--- src/rtl/fpu_pkg.sv ---
// rtl/fpu_pkg.sv - format constants, operand record and unpack helper for the fpu
package fpu_pkg;

  typedef enum logic {FMT_HALF = 1'b0, FMT_SINGLE = 1'b1} fmt_e;
  typedef enum logic {OP_ADD = 1'b0, OP_MUL = 1'b1} op_e;

  localparam int H_EXP_W   = 5;
  localparam int H_MAN_W   = 10;
  localparam int H_BIAS    = 15;
  localparam int H_EXP_MAX = 31;
  localparam int S_EXP_W   = 8;
  localparam int S_MAN_W   = 23;
  localparam int S_BIAS    = 127;
  localparam int S_EXP_MAX = 255;

  localparam logic [31:0] H_QNAN = 32'h0000_7E00;
  localparam logic [31:0] S_QNAN = 32'h7FC0_0000;
  localparam logic [31:0] H_INF  = 32'h0000_7C00;
  localparam logic [31:0] S_INF  = 32'h7F80_0000;

  localparam int FLAG_N = 3;
  localparam int FLAG_Z = 2;
  localparam int FLAG_V = 1;
  localparam int FLAG_I = 0;

  // Unrounded significands: bit 48 has weight 1, bit 49 catches add/mul carry
  localparam int SIG_W = 50;
  localparam int EXP_W = 12;

  typedef struct packed {
    logic        sign;
    logic [7:0]  exp;
    logic [23:0] sig;
    logic        is_zero;
    logic        is_inf;
    logic        is_nan;
  } operand_t;

  function automatic operand_t unpack_operand(input logic [31:0] x, input fmt_e fmt);
    operand_t o;
    logic [22:0] frac;
    if (fmt == FMT_SINGLE) begin
      o.sign = x[31];
      o.exp  = x[30:23];
      frac   = x[22:0];
      o.sig  = {1'b1, frac};
      o.is_nan = (o.exp == 8'(S_EXP_MAX)) && (frac != '0);
      o.is_inf = (o.exp == 8'(S_EXP_MAX)) && (frac == '0);
    end else begin
      o.sign = x[15];
      o.exp  = {3'b000, x[14:10]};
      frac   = {13'b0, x[9:0]};
      o.sig  = {13'b0, 1'b1, x[9:0]};
      o.is_nan = (o.exp == 8'(H_EXP_MAX)) && (frac != '0);
      o.is_inf = (o.exp == 8'(H_EXP_MAX)) && (frac == '0);
    end
    // Subnormals are read as signed zero
    o.is_zero = (o.exp == 8'h00);
    if (o.is_zero) o.sig = '0;
    return o;
  endfunction

endpackage

--- src/rtl/fpu_if.sv ---
// rtl/fpu_if.sv - operand/result bundle between the fpu and its driver
interface fpu_if;
  logic        fpucontrol;
  logic        floatType;
  logic [31:0] A;
  logic [31:0] B;
  logic [31:0] Result;
  logic [3:0]  fpuFlags;

  modport master (output fpucontrol, floatType, A, B, input Result, fpuFlags);
  modport slave  (input fpucontrol, floatType, A, B, output Result, fpuFlags);
endinterface

--- src/rtl/fpu_round_pack.sv ---
// rtl/fpu_round_pack.sv - normalize, round-to-nearest-even and pack one format
module fpu_round_pack
  import fpu_pkg::*;
#(
  parameter fmt_e FMT = FMT_SINGLE
) (
  input  logic                    sign,
  input  logic signed [EXP_W-1:0] exp,
  input  logic [SIG_W-1:0]        sig,
  output logic [31:0]             result,
  output logic [3:0]              flags
);
  localparam int MW   = (FMT == FMT_SINGLE) ? S_MAN_W : H_MAN_W;
  localparam int EW   = (FMT == FMT_SINGLE) ? S_EXP_W : H_EXP_W;
  localparam int EMAX = (FMT == FMT_SINGLE) ? S_EXP_MAX : H_EXP_MAX;
  localparam logic signed [EXP_W-1:0] EMAX_E = EXP_W'(EMAX);
  localparam logic signed [EXP_W-1:0] ZERO_E = '0;
  localparam logic signed [EXP_W-1:0] ONE_E  = EXP_W'(1);

  logic [5:0]              lz;
  logic [SIG_W-1:0]        norm;
  logic signed [EXP_W-1:0] e_norm, e_fin;
  logic [MW-1:0]           man;
  logic [MW:0]             man_rnd;
  logic                    guard, rest, round_up;

  always_comb begin
    lz = '0;
    for (int i = 0; i < SIG_W; i++) begin
      if (sig[i]) lz = 6'(SIG_W - 1 - i);
    end
    // After the shift the leading one sits at the top bit and becomes the hidden bit
    norm     = sig << lz;
    e_norm   = exp + ONE_E - $signed({6'b0, lz});
    man      = norm[SIG_W-2 -: MW];
    guard    = norm[SIG_W-2-MW];
    rest     = |norm[SIG_W-3-MW:0];
    round_up = guard & (rest | man[0]);
    man_rnd  = {1'b0, man} + {{MW{1'b0}}, round_up};
    e_fin    = e_norm + $signed({{(EXP_W-1){1'b0}}, man_rnd[MW]});

    result = '0;
    flags  = '0;
    result[EW+MW] = sign;
    flags[FLAG_N] = sign;
    if (!norm[SIG_W-1] || e_fin <= ZERO_E) begin
      flags[FLAG_Z] = 1'b1;
    end else if (e_fin >= EMAX_E) begin
      result[EW+MW-1:MW] = '1;
      flags[FLAG_V] = 1'b1;
    end else begin
      result[EW+MW-1:MW] = e_fin[EW-1:0];
      result[MW-1:0]     = man_rnd[MW-1:0];
    end
  end
endmodule

--- src/rtl/fpu.sv ---
// rtl/fpu.sv - single-cycle binary16/binary32 add and multiply with registered result
module fpu
  import fpu_pkg::*;
(
  input  logic clk,
  input  logic reset,
  fpu_if.slave bus
);
  fmt_e fmt;
  op_e  op;
  operand_t a, b;

  logic [47:0]             prod;
  logic [SIG_W-1:0]        mul_sig, add_sig, big_sig, small_sig, small_shr, sticky_bit, pre_sig;
  logic signed [EXP_W-1:0] mul_exp, pre_exp, bias_e;
  logic [7:0]              big_exp, small_exp;
  logic [23:0]             big_man, small_man;
  logic [8:0]              exp_diff;
  logic                    a_big, big_sign, add_sign, pre_sign;
  logic                    nan, inf, inf_sign;
  logic [31:0]             half_res, single_res, res_d, res_q;
  logic [3:0]              half_flags, single_flags, flags_d, flags_q;

  assign fmt = fmt_e'(bus.floatType);
  assign op  = op_e'(bus.fpucontrol);
  assign a   = unpack_operand(bus.A, fmt);
  assign b   = unpack_operand(bus.B, fmt);

  always_comb begin
    bias_e  = (fmt == FMT_SINGLE) ? EXP_W'(S_BIAS) : EXP_W'(H_BIAS);
    prod    = {24'b0, a.sig} * {24'b0, b.sig};
    mul_sig = (fmt == FMT_SINGLE) ? ({2'b00, prod} << 2) : ({2'b00, prod} << 28);
    mul_exp = $signed({4'b0, a.exp}) + $signed({4'b0, b.exp}) - bias_e;

    a_big     = {a.exp, a.sig} >= {b.exp, b.sig};
    big_exp   = a_big ? a.exp : b.exp;
    big_man   = a_big ? a.sig : b.sig;
    big_sign  = a_big ? a.sign : b.sign;
    small_exp = a_big ? b.exp : a.exp;
    small_man = a_big ? b.sig : a.sig;
    exp_diff  = {1'b0, big_exp} - {1'b0, small_exp};
    big_sig   = {1'b0, big_man, 25'b0};
    small_sig = {1'b0, small_man, 25'b0};
    if (fmt == FMT_HALF) begin
      big_sig   = big_sig << 13;
      small_sig = small_sig << 13;
    end
    // Bits shifted out collapse into bit 0 so rounding still sees them
    small_shr  = small_sig >> exp_diff;
    sticky_bit = {{(SIG_W-1){1'b0}}, |(small_sig & ~({SIG_W{1'b1}} << exp_diff))};
    if (a.sign ^ b.sign) add_sig = big_sig - (small_shr | sticky_bit);
    else                 add_sig = big_sig + (small_shr | sticky_bit);
    add_sign = big_sign;
    if (add_sig == '0) add_sign = a.is_zero & b.is_zero & a.sign & b.sign;

    pre_sig  = (op == OP_MUL) ? mul_sig : add_sig;
    pre_exp  = (op == OP_MUL) ? mul_exp : $signed({4'b0, big_exp});
    pre_sign = (op == OP_MUL) ? (a.sign ^ b.sign) : add_sign;
  end

  fpu_round_pack #(.FMT(FMT_HALF)) u_rp_half (
    .sign(pre_sign), .exp(pre_exp), .sig(pre_sig), .result(half_res), .flags(half_flags)
  );

  fpu_round_pack #(.FMT(FMT_SINGLE)) u_rp_single (
    .sign(pre_sign), .exp(pre_exp), .sig(pre_sig), .result(single_res), .flags(single_flags)
  );

  always_comb begin
    nan = a.is_nan | b.is_nan;
    if (op == OP_ADD) nan = nan | (a.is_inf & b.is_inf & (a.sign ^ b.sign));
    else              nan = nan | (a.is_inf & b.is_zero) | (a.is_zero & b.is_inf);
    inf      = a.is_inf | b.is_inf;
    inf_sign = (op == OP_MUL) ? (a.sign ^ b.sign) : (a.is_inf ? a.sign : b.sign);

    res_d   = (fmt == FMT_SINGLE) ? single_res : half_res;
    flags_d = (fmt == FMT_SINGLE) ? single_flags : half_flags;
    if (nan) begin
      res_d   = (fmt == FMT_SINGLE) ? S_QNAN : H_QNAN;
      flags_d = '0;
      flags_d[FLAG_I] = 1'b1;
    end else if (inf) begin
      res_d   = (fmt == FMT_SINGLE) ? {inf_sign, S_INF[30:0]} : {16'b0, inf_sign, H_INF[14:0]};
      flags_d = '0;
      flags_d[FLAG_N] = inf_sign;
    end
  end

  always_ff @(posedge clk) begin
    if (reset) begin
      res_q   <= '0;
      flags_q <= '0;
    end else begin
      res_q   <= res_d;
      flags_q <= flags_d;
    end
  end

  assign bus.Result   = res_q;
  assign bus.fpuFlags = flags_q;
endmodule

--- src/flat_wrapper.sv ---
// flat-port wrapper written by rule: the top's interface ports become plain ports
module fpu_flat import fpu_pkg::*;
  (clk, reset, bus_fpucontrol, bus_floatType, bus_A, bus_B, bus_Result, bus_fpuFlags);
  fpu_if bus_i ();
  input  logic clk;
  input  logic reset;
  input wire logic [$bits(bus_i.fpucontrol)-1:0] bus_fpucontrol;
  input wire logic [$bits(bus_i.floatType)-1:0] bus_floatType;
  input wire logic [$bits(bus_i.A)-1:0] bus_A;
  input wire logic [$bits(bus_i.B)-1:0] bus_B;
  output wire logic [$bits(bus_i.Result)-1:0] bus_Result;
  output wire logic [$bits(bus_i.fpuFlags)-1:0] bus_fpuFlags;
  assign bus_i.fpucontrol = bus_fpucontrol;
  assign bus_i.floatType = bus_floatType;
  assign bus_i.A = bus_A;
  assign bus_i.B = bus_B;
  assign bus_Result = bus_i.Result;
  assign bus_fpuFlags = bus_i.fpuFlags;
  fpu u_core (.clk(clk), .reset(reset), .bus(bus_i));
endmodule
--- config.mk ---
export PLATFORM = sky130hd
export DESIGN_NAME = fpu_flat
export DESIGN_NICKNAME = d
export VERILOG_FILES = /design/src/rtl/fpu_pkg.sv /design/src/rtl/fpu_if.sv /design/src/rtl/fpu_round_pack.sv /design/src/rtl/fpu.sv /design/src/flat_wrapper.sv
export SDC_FILE = /design/constraint.sdc
export NUM_CORES = 2
export LEC_CHECK = 0
export ABC_AREA = 1
export CAP_MARGIN = 0
export CELL_PAD_IN_SITES_DETAIL_PLACEMENT = 0
export CELL_PAD_IN_SITES_GLOBAL_PLACEMENT = 2
export CORE_MARGIN = 2
export CORE_UTILIZATION = 40
export DETAILED_ROUTE_END_ITERATION = 16
export GPL_TIMING_DRIVEN = 0
export PLACE_DENSITY_LB_ADDON = 0.12
export SYNTH_ARGS = -nofsm -noshare
export SYNTH_HDL_FRONTEND = slang
export SYNTH_SLANG_ARGS = --single-unit
--- constraint.sdc ---
create_clock -name clk -period 51.8 [get_ports clk]
set_input_delay 12.95 -clock clk [delete_from_list [all_inputs] [get_ports clk]]
set_output_delay 12.95 -clock clk [all_outputs]
set_load 0.01 [all_outputs]
Sizing map:
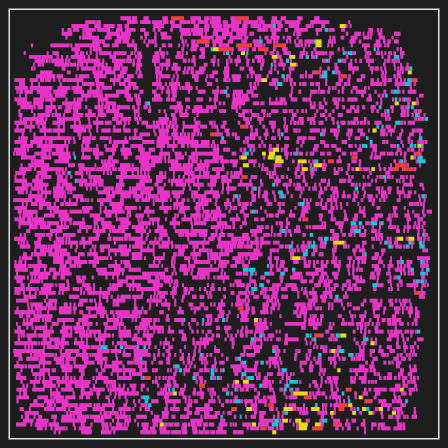
Key: _2 cells = cyan [cells 183, share 3.3%, most used inv_2]; _3 and _4 cells = yellow [cells 61, share 1.1%, most used buf_4]; _0 and _1 cells = magenta [cells 5,266, share 95%, most used nand2_1]; _6 and larger = red [cells 36, share 0.65%, most used buf_6]
Final Worst Setup Slack: 19,780 ps
Syn-to-layout area delta: 7.46%
post-route cell area: 37,900 µm²
Buffers excl. clock: 324

==> run_results.csv <==
group,metric,value,unit
status,failed_checks,"capacitance limit, slew limit",
placed_design,dpl.hpwl,137000,µm
synthesis,fp_nets,6279,
clocking,ctsRootBufferMaster,"clkbuf_16",
cells_and_area,antennaDiodeCount,0,
timing,hold-worst-slack,13510,ps
clocking,cts_tree,"done",
timing,slew_headroom,-0.942,%
run,max-cap-violations,2,
placed_design,io_buffers,102,
clocking,post-cts-setup-buffer-count,0,
timing,max_freq,0.0312,GHz
setup_path,endpoint_kind,"flip-flop",
timing,worst_slew_pin_slew,1510,ps
setup_path,crit_family,"simple AND/OR/NAND/NOR gates",
routing,via_per_inst,5.57,
clocking,clkSinkCount,36,
cells_and_area,drive_above_1_share,5.05,%
setup_path,path_buffers,20,
clocking,cts.clk_slew.worst_paths,50,ps
synthesis,synthTopCellsByCount,"nand2_1 (1,376), inv_1 (923), nand3_1 (596), nor2_1 (515), fa_1 (484)",
timing,finalSetupViolCount,0,
global_route,grt_max_degree,13,
routing,drt_wl_total,160000,µm
timing,hold_violations,0,
setup_path,slowest_stage,"buf_1",
floorplanning,die_area,90600,µm²
timing,tns,0,ps
synthesis,synth_cell_types,74,
synthesis,postSynth.asyncResetShare,0,%
global_route,grt_pass1_vias,37660,
synthesis,top_area_cell,"fa_1",
clocking,holdBufCountCts,0,
floorplanning,core_area,87000,µm²
synthesis,numSynthFlops,36,
synthesis,avgSynthCellArea,6.49,µm²
synthesis,synthFlopType,"dfxtp_1",
floorplanning,floorplan.core_util,40.5,%
timing,drv_slew,8,
floorplanning,die_y,301,µm
setup_path,timing.critical_path.mode_cell,"nand2_1",
cells_and_area,fillers,9622,
routing,drt_iter0_markers,3408,
status,status,"finished with violations",
setup_path,critPathMaxStageDelay,840,ps
clocking,cts_resized,0,
clocking,clockBufferDepth,2,
Congestion heat map:
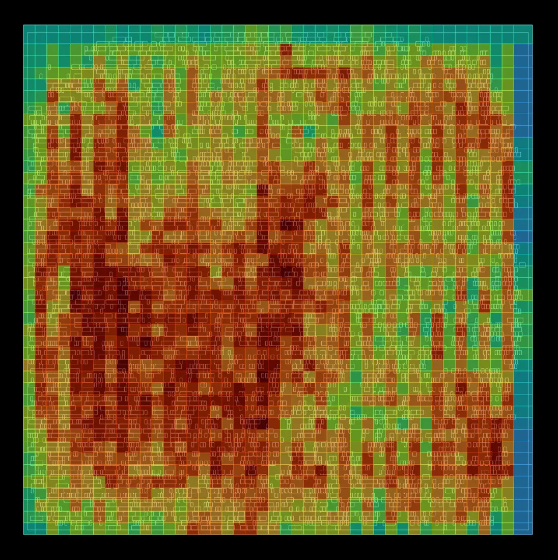
aggregate global-route resource usage: 35.3%
Most Crowded Layer GR: met2
met2 GRT Util: 58.4%
met3 Use GR: 3.06%
WL/cell: 23.8 µm

[flip-flops by register name (all words and copies together) (netlist names)]
register,flops
u_core.bus.Result,32
u_core.bus.fpuFlags,4
[placed cells by master (no fill, tap or decap), types with 29 or more instances in the layout]
cell type        count
nand4_1             70
xnor2_1             43
clkdlybuf4s50_1    102
o21ai_1             55
o21ai_0            161
nand2_2             29
clkbuf_1           124
buf_2               35
nor4_1              31
inv_1              923
ha_1               291
nand3_1            596
nor2_1             515
a21oi_1            158
dfxtp_1             36
fa_1               484
xor2_1              87
nor3_1              40
nand2_1           1376
inv_2               40
[path summary, 6_finish.rpt]
path	from	end	slack, ps	depth (start not counted)
setup / recovery	bus_A[14]	u_core.bus.Result[0]$_SDFF_PP0_	19780	96
hold / removal	reset	u_core.bus.Result[15]$_SDFF_PP0_	13510	4
[kinds of logic after synthesis]
| family | after synthesis | synth area share, % |
|---|---|---|
| compound gates | 525 | 8.73 |
| xor+xnor | 132 | 3.35 |
| fa+ha+maj | 775 | 37.8 |
| buf+inv | 1196 | 13.7 |
| flops | 36 | 2.04 |
| simple gates | 2772 | 34.3 |
[routing by layer]
metal	share of wire (%)	track usage, %	up-vias	wire length (µm)
li1	-	-	17222	-
met1	41	45.2	18174	66000
met2	45	58.4	1529	72400
met3	6.1	3.06	382	9760
met4	7.1	20.1	4	11300
met5	0.016	0	-	25
[area by class of cell]
| type | instances | area [µm²] | share of cell area [%] |
|---|---|---|---|
| tap | 1155 | 1450 | 3.81 |
| inverter | 974 | 3660 | 9.66 |
| sequential | 36 | 721 | 1.90 |
| buffer | 222 | 1180 | 3.12 |
| timing repair buffer | 102 | 1020 | 2.69 |
| multi-input combinational | 4204 | 29700 | 78.4 |
| clock buffer | 6 | 129 | 0.340 |
| clock inverter | 2 | 35.0 | 0.0924 |
[metrics by stage]
stage	cells	cell area [µm²]	setup WS [ps]
floorplan	5436	35300	25150
global placement	6693	37700	19930
detailed placement	6693	37700	19880
CTS	6701	37900	20140
global route	6701	37900	18460
finish	6701	37900	19780
